--- src/rtl/mvm_pkg.sv ---
// mvm_pkg: shared widths, instruction record and issue-FSM states for the MVM issue stage
package mvm_pkg;
  localparam int VEC_AW = 8;
  localparam int MAT_AW = 9;
  localparam int VEC_SW = VEC_AW + 1;
  localparam int MAT_SW = MAT_AW + 1;
  typedef struct packed {
    logic [VEC_AW-1:0] vec_start_addr;
    logic [VEC_SW-1:0] vec_num_words;
    logic [MAT_AW-1:0] mat_start_addr;
    logic [MAT_SW-1:0] mat_num_rows;
  } mvm_inst_t;
  typedef enum logic [1:0] {IDLE, ISSUE, WAIT_BUSY, RUN} state_t;
  function automatic logic is_zero_len(input mvm_inst_t i);
    return i.vec_num_words == '0 || i.mat_num_rows == '0;
  endfunction
endpackage

--- src/rtl/mvm_inst_fifo.sv ---
// mvm_inst_fifo: synchronous FIFO of mvm_inst_t (push/pop in, head rdata, full/empty/count out)
module mvm_inst_fifo
  import mvm_pkg::*;
#(
  parameter int DEPTH = 4,
  localparam int AW = $clog2(DEPTH)
) (
  input  logic      clk,
  input  logic      rst,
  input  logic      push,
  input  logic      pop,
  input  mvm_inst_t wdata,
  output mvm_inst_t rdata,
  output logic      full,
  output logic      empty,
  output logic [AW:0] count
);
  mvm_inst_t mem [DEPTH];
  logic [AW-1:0] wp, rp;
  always_ff @(posedge clk) if (push) mem[wp] <= wdata;
  always_ff @(posedge clk) begin
    if (rst) begin
      wp <= '0;
      rp <= '0;
      count <= '0;
    end else begin
      wp <= wp + {{(AW-1){1'b0}}, push};
      rp <= rp + {{(AW-1){1'b0}}, pop};
      count <= count + {{AW{1'b0}}, push} - {{AW{1'b0}}, pop};
    end
  end
  assign rdata = mem[rp];
  assign full = count == (AW+1)'(DEPTH);
  assign empty = count == '0;
endmodule

--- src/rtl/mvm_inst_issue.sv ---
// mvm_inst_issue: buffers MVM instructions (inst_* valid/ready) and issues them to ctrl via start/operands, tracking busy -> done, idle, inst_count, sticky err_zero_len/err_timeout
module mvm_inst_issue
  import mvm_pkg::*;
#(
  parameter int VEC_ADDRW = VEC_AW,
  parameter int MAT_ADDRW = MAT_AW,
  parameter int VEC_SIZEW = VEC_ADDRW + 1,
  parameter int MAT_SIZEW = MAT_ADDRW + 1,
  parameter int FIFO_DEPTH = 4,
  parameter int BUSY_TIMEOUT = 15,
  localparam int CW = $clog2(FIFO_DEPTH) + 1,
  localparam int TW = $clog2(BUSY_TIMEOUT + 1)
) (
  input  logic                 clk,
  input  logic                 rst,
  input  logic                 inst_valid,
  output logic                 inst_ready,
  input  logic [VEC_ADDRW-1:0] inst_vec_start_addr,
  input  logic [VEC_SIZEW-1:0] inst_vec_num_words,
  input  logic [MAT_ADDRW-1:0] inst_mat_start_addr,
  input  logic [MAT_SIZEW-1:0] inst_mat_num_rows,
  output logic                 start,
  output logic [VEC_ADDRW-1:0] vec_start_addr,
  output logic [VEC_SIZEW-1:0] vec_num_words,
  output logic [MAT_ADDRW-1:0] mat_start_addr,
  output logic [MAT_SIZEW-1:0] mat_num_rows_per_olane,
  input  logic                 busy,
  output logic                 done,
  output logic [CW-1:0]        inst_count,
  output logic                 idle,
  output logic                 err_zero_len,
  output logic                 err_timeout
);
  state_t state;
  mvm_inst_t head;
  logic full, empty, push, pop;
  logic [TW-1:0] tcnt;
  assign push = inst_valid && inst_ready;
  assign pop = state == IDLE && !empty && !busy;
  assign inst_ready = !full;
  assign idle = empty && state == IDLE;
  mvm_inst_fifo #(.DEPTH(FIFO_DEPTH)) u_fifo (
    .clk(clk),
    .rst(rst),
    .push(push),
    .pop(pop),
    .wdata({inst_vec_start_addr, inst_vec_num_words, inst_mat_start_addr, inst_mat_num_rows}),
    .rdata(head),
    .full(full),
    .empty(empty),
    .count(inst_count)
  );
  always_ff @(posedge clk) begin
    if (rst) begin
      state <= IDLE;
      tcnt <= '0;
      start <= 1'b0;
      done <= 1'b0;
      err_zero_len <= 1'b0;
      err_timeout <= 1'b0;
      vec_start_addr <= '0;
      vec_num_words <= '0;
      mat_start_addr <= '0;
      mat_num_rows_per_olane <= '0;
    end else begin
      start <= 1'b0;
      done <= 1'b0;
      case (state)
        IDLE: if (pop) begin
          vec_start_addr <= head.vec_start_addr;
          vec_num_words <= head.vec_num_words;
          mat_start_addr <= head.mat_start_addr;
          mat_num_rows_per_olane <= head.mat_num_rows;
          if (is_zero_len(head)) err_zero_len <= 1'b1;
          else begin
            state <= ISSUE;
            start <= 1'b1;
          end
        end
        ISSUE: begin
          state <= WAIT_BUSY;
          tcnt <= '0;
        end
        WAIT_BUSY: if (busy) state <= RUN;
          else if (tcnt == TW'(BUSY_TIMEOUT - 1)) begin
            err_timeout <= 1'b1;
            done <= 1'b1;
            state <= IDLE;
          end else tcnt <= tcnt + 1'b1;
        RUN: if (!busy) begin
          done <= 1'b1;
          state <= IDLE;
        end
        default: state <= IDLE;
      endcase
    end
  end
endmodule

--- config.mk ---
export PLATFORM = sky130hd
export DESIGN_NAME = mvm_inst_issue
export DESIGN_NICKNAME = d
export VERILOG_FILES = /design/src/rtl/mvm_pkg.sv /design/src/rtl/mvm_inst_fifo.sv /design/src/rtl/mvm_inst_issue.sv
export SDC_FILE = /design/constraint.sdc
export NUM_CORES = 1
export LEC_CHECK = 0
export CAP_MARGIN = 40
export CORE_UTILIZATION = 50
export CTS_BUF_LIST = sky130_fd_sc_hd__clkbuf_4 sky130_fd_sc_hd__clkbuf_8 sky130_fd_sc_hd__clkbuf_16
export CTS_CLUSTER_SIZE = 24
export DETAILED_ROUTE_END_ITERATION = 6
export GPL_TIMING_DRIVEN = 0
export PLACE_DENSITY = 0.7
export SYNTH_ARGS = -nofsm -noshare
export SYNTH_HDL_FRONTEND = slang
export SYNTH_SLANG_ARGS = --single-unit
--- constraint.sdc ---
create_clock -name clk -period 5.7 [get_ports clk]
set_clock_uncertainty 0.15 [all_clocks]
set_input_delay 0.855 -clock clk [delete_from_list [all_inputs] [get_ports clk]]
set_output_delay 0.855 -clock clk [all_outputs]
set_load 0.01 [all_outputs]
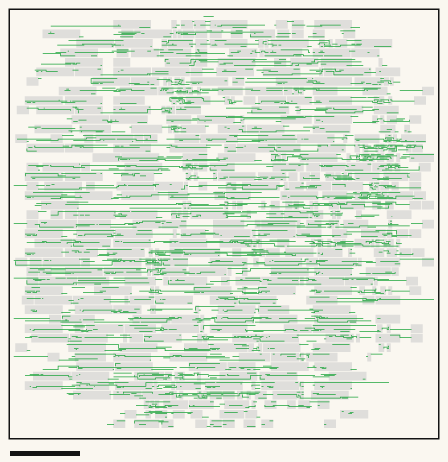
Fig. 1. The metal 1 layer (run 1).
The bar under the picture is 20 um long. Cells faint in the background.
share of all routed wire: 43%
nets with wire on the layer: 548
wire length on this layer: 6080 um
longest straight run: 33.1 um
vias after detailed routing: 4037
met1 Track Usage GR: 0.269
Routed WL: 14.1 mm

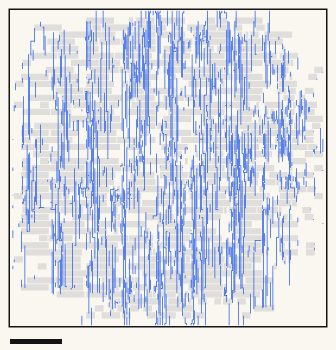
Fig. 2. Met2 routing (run 1).
The bar under the picture is 20 um long. Cells faint in the background.
longest straight run: 49.4 um
wire length on this layer: 7240 um
met2 Usage GRT: 0.347

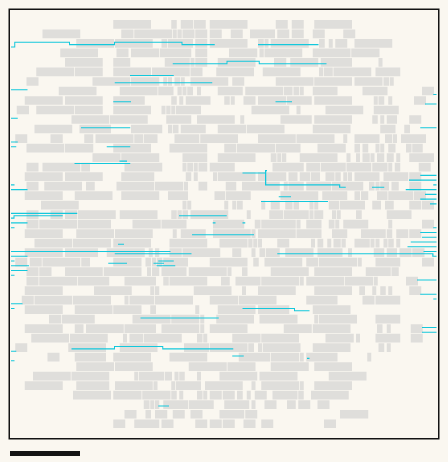
Fig. 3. Metal 3 (run 1).
The bar under the picture is 20 um long. Cells faint in the background.
wire length on this layer: 684 um
share of all routed wire: 4.8%
nets with wire on the layer: 59
met3 capacity usage during global routing: 0.0586

==> Slide: Implementation Results, run 1 <==
Flow Results at a Glance

Status
  • Outcome: complete, no violations

Layout
  • Total inserted antenna cells: 0
  • Area growth, synth to finish: 23.9%
  • Fraction of layout cells with a size suffix above 1: 0.151
  • Layout filler cell count: 1026
  • Post-route cell area: 8990 um2

Setup path
  • Required time at the worst-slack endpoint: 5840 ps
  • Worst path top cell family by delay: buffers and inverters
  • Worst flop-to-flop path endpoint: u_fifo.count[2]
  • Worst Path Arrival: 3720 ps
  • Worst Path Buf+Inv: 5

Placed design
  • Standard cell area after detailed placement: 8450 um2
  • Count of input and output buffers: 83

Final timing
  • Final tally of setup violations: 0
  • Tmin final: 3580 ps

Detailed routing
  • Post-detailed-route DRC marker count: 0
  • Vias per Instance: 5.43

Clocking
  • Maximum count of clock buffers along a single path: 2
  • Clock Tree Root: sky130_fd_sc_hd__clkbuf_16
  • TritonCTS clock tree: yes
  • Number of cells upsized or downsized after cts: 0
  • Clk Latency, worst-skew pair: 430 ps
  • Number of buffers added by the clock tree synthesis step: 17

Synthesis
  • Cell total in the yosys stat output: 438
  • Yosys top cell area share: 0.596
  • Chip area from the yosys synthesis statistics: 7250 um2
  • Async SR Flop Fraction: 0
  • Primary FF master, synth: sky130_fd_sc_hd__edfxtp_1
  • Seq/Total Area, Yosys: 0.742

Global routing
  • First-pass GRT wire length: 22.3 mm
  • Via count of the first global-routing pass: 4117
  • Leftover overflow at the end of global routing: 0

Power
  • Sw frac: 0.267
-- run 1: power by group through the flow --
| stage | registers (mW) | clock network, mW | logic [mW] |
|---|---|---|---|
| CTS | 1.83 | 1.12 | 1.01 |
| finish | 1.83 | 1.10 | 0.988 |
| detailed placement | 1.86 | 0 | 1.00 |
| global placement | 1.86 | 0 | 0.952 |
| floorplan | 1.88 | 0 | 0.569 |
| global route | 1.85 | 1.17 | 1.09 |
-- run 1: cells in the final DEF, fill, tap and decap left out, types with 5 or more instances in the layout --
cell                              synthesis  routed
sky130_fd_sc_hd__clkdlybuf4s50_1          0      83
sky130_fd_sc_hd__clkbuf_16                0      17
sky130_fd_sc_hd__a21oi_1                 39      39
sky130_fd_sc_hd__buf_4                    1       9
sky130_fd_sc_hd__nand2_1                 78      78
sky130_fd_sc_hd__mux4_1                   5       5
sky130_fd_sc_hd__dfxtp_1                 53      53
sky130_fd_sc_hd__ha_1                     5       5
sky130_fd_sc_hd__edfxtp_1               144     144
sky130_fd_sc_hd__clkbuf_1                14      14
sky130_fd_sc_hd__inv_1                    7       7
sky130_fd_sc_hd__nor2b_1                  5       5
sky130_fd_sc_hd__nor2_1                  12      11
sky130_fd_sc_hd__clkbuf_4                 0       6
sky130_fd_sc_hd__mux4_2                  31      31
-- run 1: cell type report --
type | instances | area (um2) | area share
Tap cell | 180 | 225 | 0.0250
Clock buffer | 24 | 484 | 0.0539
Timing Repair Buffer | 94 | 950 | 0.106
Buffer | 23 | 118 | 0.0131
Clock inverter | 7 | 58.8 | 0.00654
Inverter | 8 | 30.0 | 0.00334
Sequential cell | 197 | 5390 | 0.599
Multi-Input combinational cell | 210 | 1740 | 0.194
-- run 1: through the flow --
step	utilization	power [mW]	cells	worst slack [ps]	hold WS [ps]
2_1_floorplan	-	2.45	438	1450	324
3_3_place_gp	0.592	2.82	701	-1290	294
3_5_place_dp	0.602	2.86	712	1690	297
4_1_cts	0.640	3.95	743	2120	306
5_1_grt	0.640	4.10	743	1960	321
6_report	0.640	3.92	743	2120	303
-- run 1: registers in the layout (all words and copies together) (netlist names) --
| register | cells |
|---|---|
| u_fifo.mem | 144 |
| mat_num_rows_per_olane | 10 |
| mat_start_addr | 9 |
| vec_num_words | 9 |
| vec_start_addr | 8 |
| tcnt | 4 |
| u_fifo.count | 3 |
| state | 2 |
| u_fifo.rp | 2 |
| u_fifo.wp | 2 |
| done | 1 |
| err_timeout | 1 |
| err_zero_len | 1 |
| start | 1 |
-- run 1: kinds of logic (layout without fill, tap and decap cells) --
group / count (synthesis) / after routing / share of synthesized area
buffers and inverters: 31 / 156 / 0.0204
flip-flops: 197 / 197 / 0.742
AND/OR/NAND/NOR: 117 / 117 / 0.0702
XOR/XNOR: 7 / 7 / 0.00845
adder cells (fa/ha/maj): 6 / 6 / 0.0114
AND-OR/OR-AND: 44 / 44 / 0.0329
multiplexers: 36 / 36 / 0.114
-- run 1: layer usage --
layer / global-route usage / up-vias / part of all wire / wire length, um
met4: 0.0663 / 0 / 0.0095 / 135
met5: 0 / - / 0 / 0
met3: 0.0586 / 12 / 0.048 / 683
li1: - / 1869 / - / -
met1: 0.269 / 2055 / 0.43 / 6080
met2: 0.347 / 101 / 0.51 / 7240
Fig. 4: run 1, routing congestion map
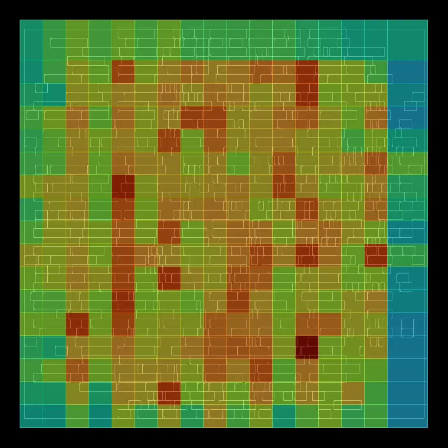

==> run 2: changes to the inputs <==
- PLACE_DENSITY: 0.7 -> 0.72
- clock period: 5.7 -> 3 ns (I/O delays scaled with it)
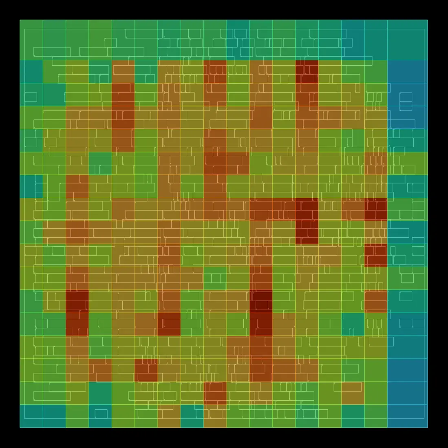
Fig. 5. Routing congestion map (run 2).
met1 Track Usage GR: 0.274
total track usage: 0.208
average routed wire per standard cell: 19.0 um
busiest grt layer: met2
met3 capacity usage during global routing: 0.0409

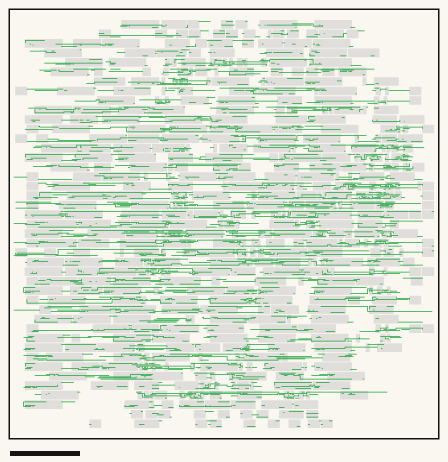
Fig. 6. The metal 1 layer (run 2).
The bar under the picture is 20 um long. Cells faint in the background.
nets with wire on the layer: 546
wire length on this layer: 6120 um
main direction: horizontal
longest straight run: 37.7 um
vias after detailed routing: 4031
Routed WL: 14.0 mm

==> run 2 against run 1 <==
Net effect: die size unchanged; critical path type unchanged; non-clock buffer count down 5; synthesized cell count is the same; global-route usage fell by 0.19 points; sequential power grew about 90%; hold slack worse by 58 ps; combinational power is 93% higher.
==> Slide: Implementation Results, run 2 <==
Flow Results at a Glance

Status
  • Outcome: complete, no violations

Synthesis
  • Chip area from the yosys synthesis statistics: 7250 um2
  • Yosys top cell area share: 0.596
  • Async SR Flop Fraction: 0
  • Seq/Total Area, Yosys: 0.742

Layout
  • Flip-flop count of the largest register after layout: 144
  • Area growth, synth to finish: 24.9%
  • Most numerous logic cell after layout: sky130_fd_sc_hd__edfxtp_1
  • Fraction of layout cells with a size suffix above 1: 0.145
  • Layout filler cell count: 1006
  • Total inserted antenna cells: 0
  • Largest registers ranked by flip-flop count: u_fifo.mem x144, mat_num_rows_per_olane x10
  • Top register by number of flip-flops: u_fifo.mem

Clocking
  • TritonCTS clock tree: yes
  • Number of buffers added by the clock tree synthesis step: 17
  • Number of cells upsized or downsized after cts: 0
  • Maximum count of clock buffers along a single path: 2

Final timing
  • Hold slack: 245 ps

Setup path
  • Required time at the worst-slack endpoint: 3140 ps
  • Worst path top cell family by delay: buffers and inverters

Power
  • Final Power: 7.57 mW

Detailed routing
  • Post-detailed-route DRC marker count: 0

Global routing
  • Leftover overflow at the end of global routing: 0
  • First-pass GRT wire length: 22.1 mm

Placed design
  • Count of input and output buffers: 83
run 2: cell counts after synthesis:
No cell type changed its count.
run 2: power groups by stage:
stage	Combinational, mW	Clock, mW	Sequential, mW
after floorplan	1.09	0	3.56
after global placement	1.81	0	3.52
after detailed placement	1.92	0	3.53
after CTS	1.93	2.24	3.48
after global routing	2.09	2.33	3.51
final	1.91	2.19	3.47
run 2: worst paths after layout:
kind,startpoint,to,slack [ps]
setup / recovery,busy,u_fifo.count[2],170
hold / removal,rst,u_fifo.count[1],240
setup reg to reg,state[0],u_fifo.count[2],290
hold reg to reg,mat_start_addr[4],mat_start_addr[4],310
run 2: cells by family after synthesis:
kind of cell | after synthesis | synth area share
AOI/OAI and AO/OA | 44 | 0.0329
and+or+nand+nor | 117 | 0.0702
adders and majority gates | 6 | 0.0114
muxes | 36 | 0.114
buffers and inverters | 31 | 0.0204
DFF | 197 | 0.742
xor gates and xnor gates | 7 | 0.00845
run 2: worst register-to-register path, delay by kind of cell, from the launching register on:
kind	cells	cell delay [ps]
fa+ha+maj	3	730
buf+inv	3	400
xor+xnor	2	330
flops	1	350
simple gates	2	620
run 2: per-stage QoR:
step | instances | worst slack [ps] | util | TNS [ps] | cell area [um2]
after floorplan | 438 | 154 | - | 0 | 7270
after global placement | 701 | -1290 | 0.593 | -122740 | 8320
after detailed placement | 707 | -601 | 0.603 | -1200 | 8470
after CTS | 738 | 183 | 0.644 | 0 | 9050
after global routing | 739 | 13.6 | 0.645 | 0 | 9060
final | 739 | 167 | 0.645 | 0 | 9060
run 2: cell type report:
type,count,area share
sequential,197,0.594
clock buffer,21,0.0516
multi-input combinational,210,0.193
inverter,8,0.00331
buffer,22,0.0126
timing repair buffer,90,0.108
clock inverter,11,0.0119
tap,180,0.0249
run 2: layer usage:
| metal | up-vias | share of wire | wire length, um | GRT usage |
|---|---|---|---|---|
| li1 | 1873 | - | - | - |
| met1 | 2054 | 0.44 | 6120 | 0.274 |
| met2 | 88 | 0.52 | 7260 | 0.338 |
| met3 | 16 | 0.034 | 473 | 0.0409 |
| met4 | 0 | 0.012 | 163 | 0.0877 |
| met5 | - | 0 | 0 | 0 |
Fig. 7: run 2, metal 3
The bar under the picture is 20 um long. Cells faint in the background.
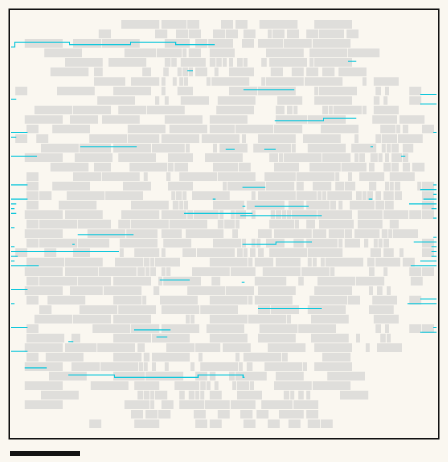

==> run 3: changes to the inputs <==
- PLACE_DENSITY: 0.72 -> 0.75
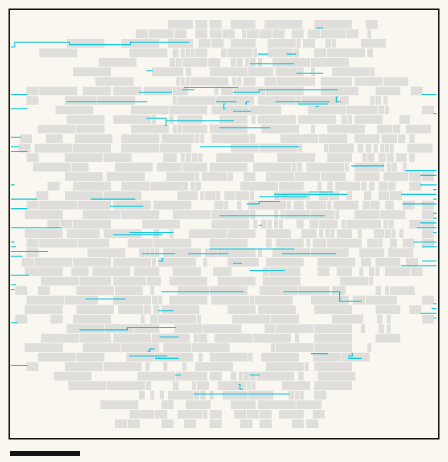
Fig. 8. Metal 3 (run 3).
The bar under the picture is 20 um long. Cells faint in the background.
vias after detailed routing: 4060
met3 capacity usage during global routing: 0.0483
Routed WL: 14.3 mm

==> run 3 against run 2 <==
Net effect: hold slack gained 43 ps; synthesized area is the same; combinational power is essentially flat.
==> Slide: Implementation Results, run 3 <==
Flow Results at a Glance

Hold path
  • Hold path endpoint: u_fifo.count[1]

Final timing
  • Tmin final: 2860 ps

Placed design
  • Worst-case setup slack after placement: -608 ps

Layout
  • Fraction of layout cells with a size suffix above 1: 0.147
  • Tally of non-filler cells in the final layout: 738
  • Area growth, synth to finish: 25.2%
  • Highest-count cells in the layout ignoring fill and taps: sky130_fd_sc_hd__edfxtp_1 (144), sky130_fd_sc_hd__clkdlybuf4s50_1 (83), sky130_fd_sc_hd__nand2_1 (78)
  • Fin util: 0.647
  • Flip-flop count of the largest register after layout: 144
  • Total inserted antenna cells: 0

Clocking
  • TritonCTS clock tree: yes
  • Clk Latency, worst-skew pair: 430 ps

Setup path
  • R2R setup slack: 260 ps
  • Worst Path Arrival: 3000 ps
  • Worst reg2reg startpoint: state[0]

Detailed routing
  • Post-detailed-route DRC marker count: 0

Synthesis
  • Seq/Total Area, Yosys: 0.742
  • Async SR Flop Fraction: 0
  • Yosys top cell area share: 0.596
  • Chip area from the yosys synthesis statistics: 7250 um2

Status
  • Outcome: complete, no violations
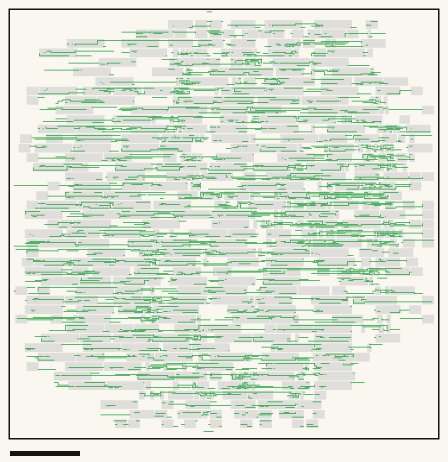
Fig. 9. The metal 1 layer (run 3).
The bar under the picture is 20 um long. Cells faint in the background.
met1 Track Usage GR: 0.272

## run 3: how the worst max path moves through the flow
| stage | startpoint | end | slack [ps] | cells after the start |
|---|---|---|---|---|
| floorplan | u_fifo.count[1] | u_fifo.mem[1][0] | 150 | 4 |
| global placement | inst_valid | u_fifo.mem[1][23] | -1240 | 3 |
| detailed placement | busy | u_fifo.count[2] | -610 | 12 |
| CTS | busy | u_fifo.count[2] | 180 | 11 |
| global route | busy | u_fifo.count[2] | 20 | 11 |
| finish | busy | u_fifo.count[2] | 140 | 11 |
## run 3: metal layers
metal / vias to the layer above / track usage / wire (um)
met5: - / 0 / 0
met4: 0 / 0.0777 / 221
met3: 18 / 0.0483 / 799
met2: 149 / 0.342 / 7080
met1: 2035 / 0.272 / 6170
li1: 1858 / - / -
## run 3: where the power goes
| part | internal [mW] | switching (mW) | total (mW) |
|---|---|---|---|
| logic | 0.958 | 0.960 | 1.92 |
| clock network | 1.39 | 0.948 | 2.34 |
| registers | 3.31 | 0.160 | 3.47 |
| total | 5.66 | 2.07 | 7.73 |
## run 3: cell type report
class / instances / area (um2) / share of cell area
sequential: 197 / 5390 / 0.593
multi-input combinational: 210 / 1750 / 0.193
timing repair buffer: 89 / 956 / 0.105
clock buffer: 21 / 474 / 0.0522
tap: 180 / 225 / 0.0248
clock inverter: 11 / 144 / 0.0158
buffer: 22 / 114 / 0.0125
inverter: 8 / 30.0 / 0.00331
## run 3: cell families (layout without fill, tap and decap cells)
family                   after synthesis  after routing  share of synthesized area
AND-OR/OR-AND                         44             44                     0.0329
XOR/XNOR                               7              7                    0.00845
adder cells (fa/ha/maj)                6              6                     0.0114
buffers and inverters                 31            151                     0.0204
flip-flops                           197            197                      0.742
multiplexers                          36             36                      0.114
AND/OR/NAND/NOR                      117            117                     0.0702
## run 3: worst reg2reg max path, stage by stage, from the launching register on
cell	delay [ps]
sky130_fd_sc_hd__dfxtp_1	350
sky130_fd_sc_hd__or4_1	550
sky130_fd_sc_hd__clkbuf_1	160
sky130_fd_sc_hd__inv_2	210
sky130_fd_sc_hd__ha_1	170
sky130_fd_sc_hd__inv_1	40
sky130_fd_sc_hd__ha_1	200
sky130_fd_sc_hd__fa_1	380
sky130_fd_sc_hd__xnor2_1	200
sky130_fd_sc_hd__xnor2_1	140
sky130_fd_sc_hd__nor2_1	50
## run 3: timing repair
item | in CTS | in global routing
hold buffers | 0 | 0
endpoints found under the setup margin | 2 | 0
resized | 0 | 0
## run 3: metrics by stage
stage | total power, mW | TNS, ps | area, um2
6_report | 7.73 | 0 | 9080
5_1_grt | 8.09 | 0 | 9080
4_1_cts | 7.78 | 0 | 9080
3_5_place_dp | 5.46 | -1230 | 8470
3_3_place_gp | 5.33 | -116350 | 8320
2_1_floorplan | 4.65 | 0 | 7270
No activity file was given, so power comes from the tool's default toggle rates.
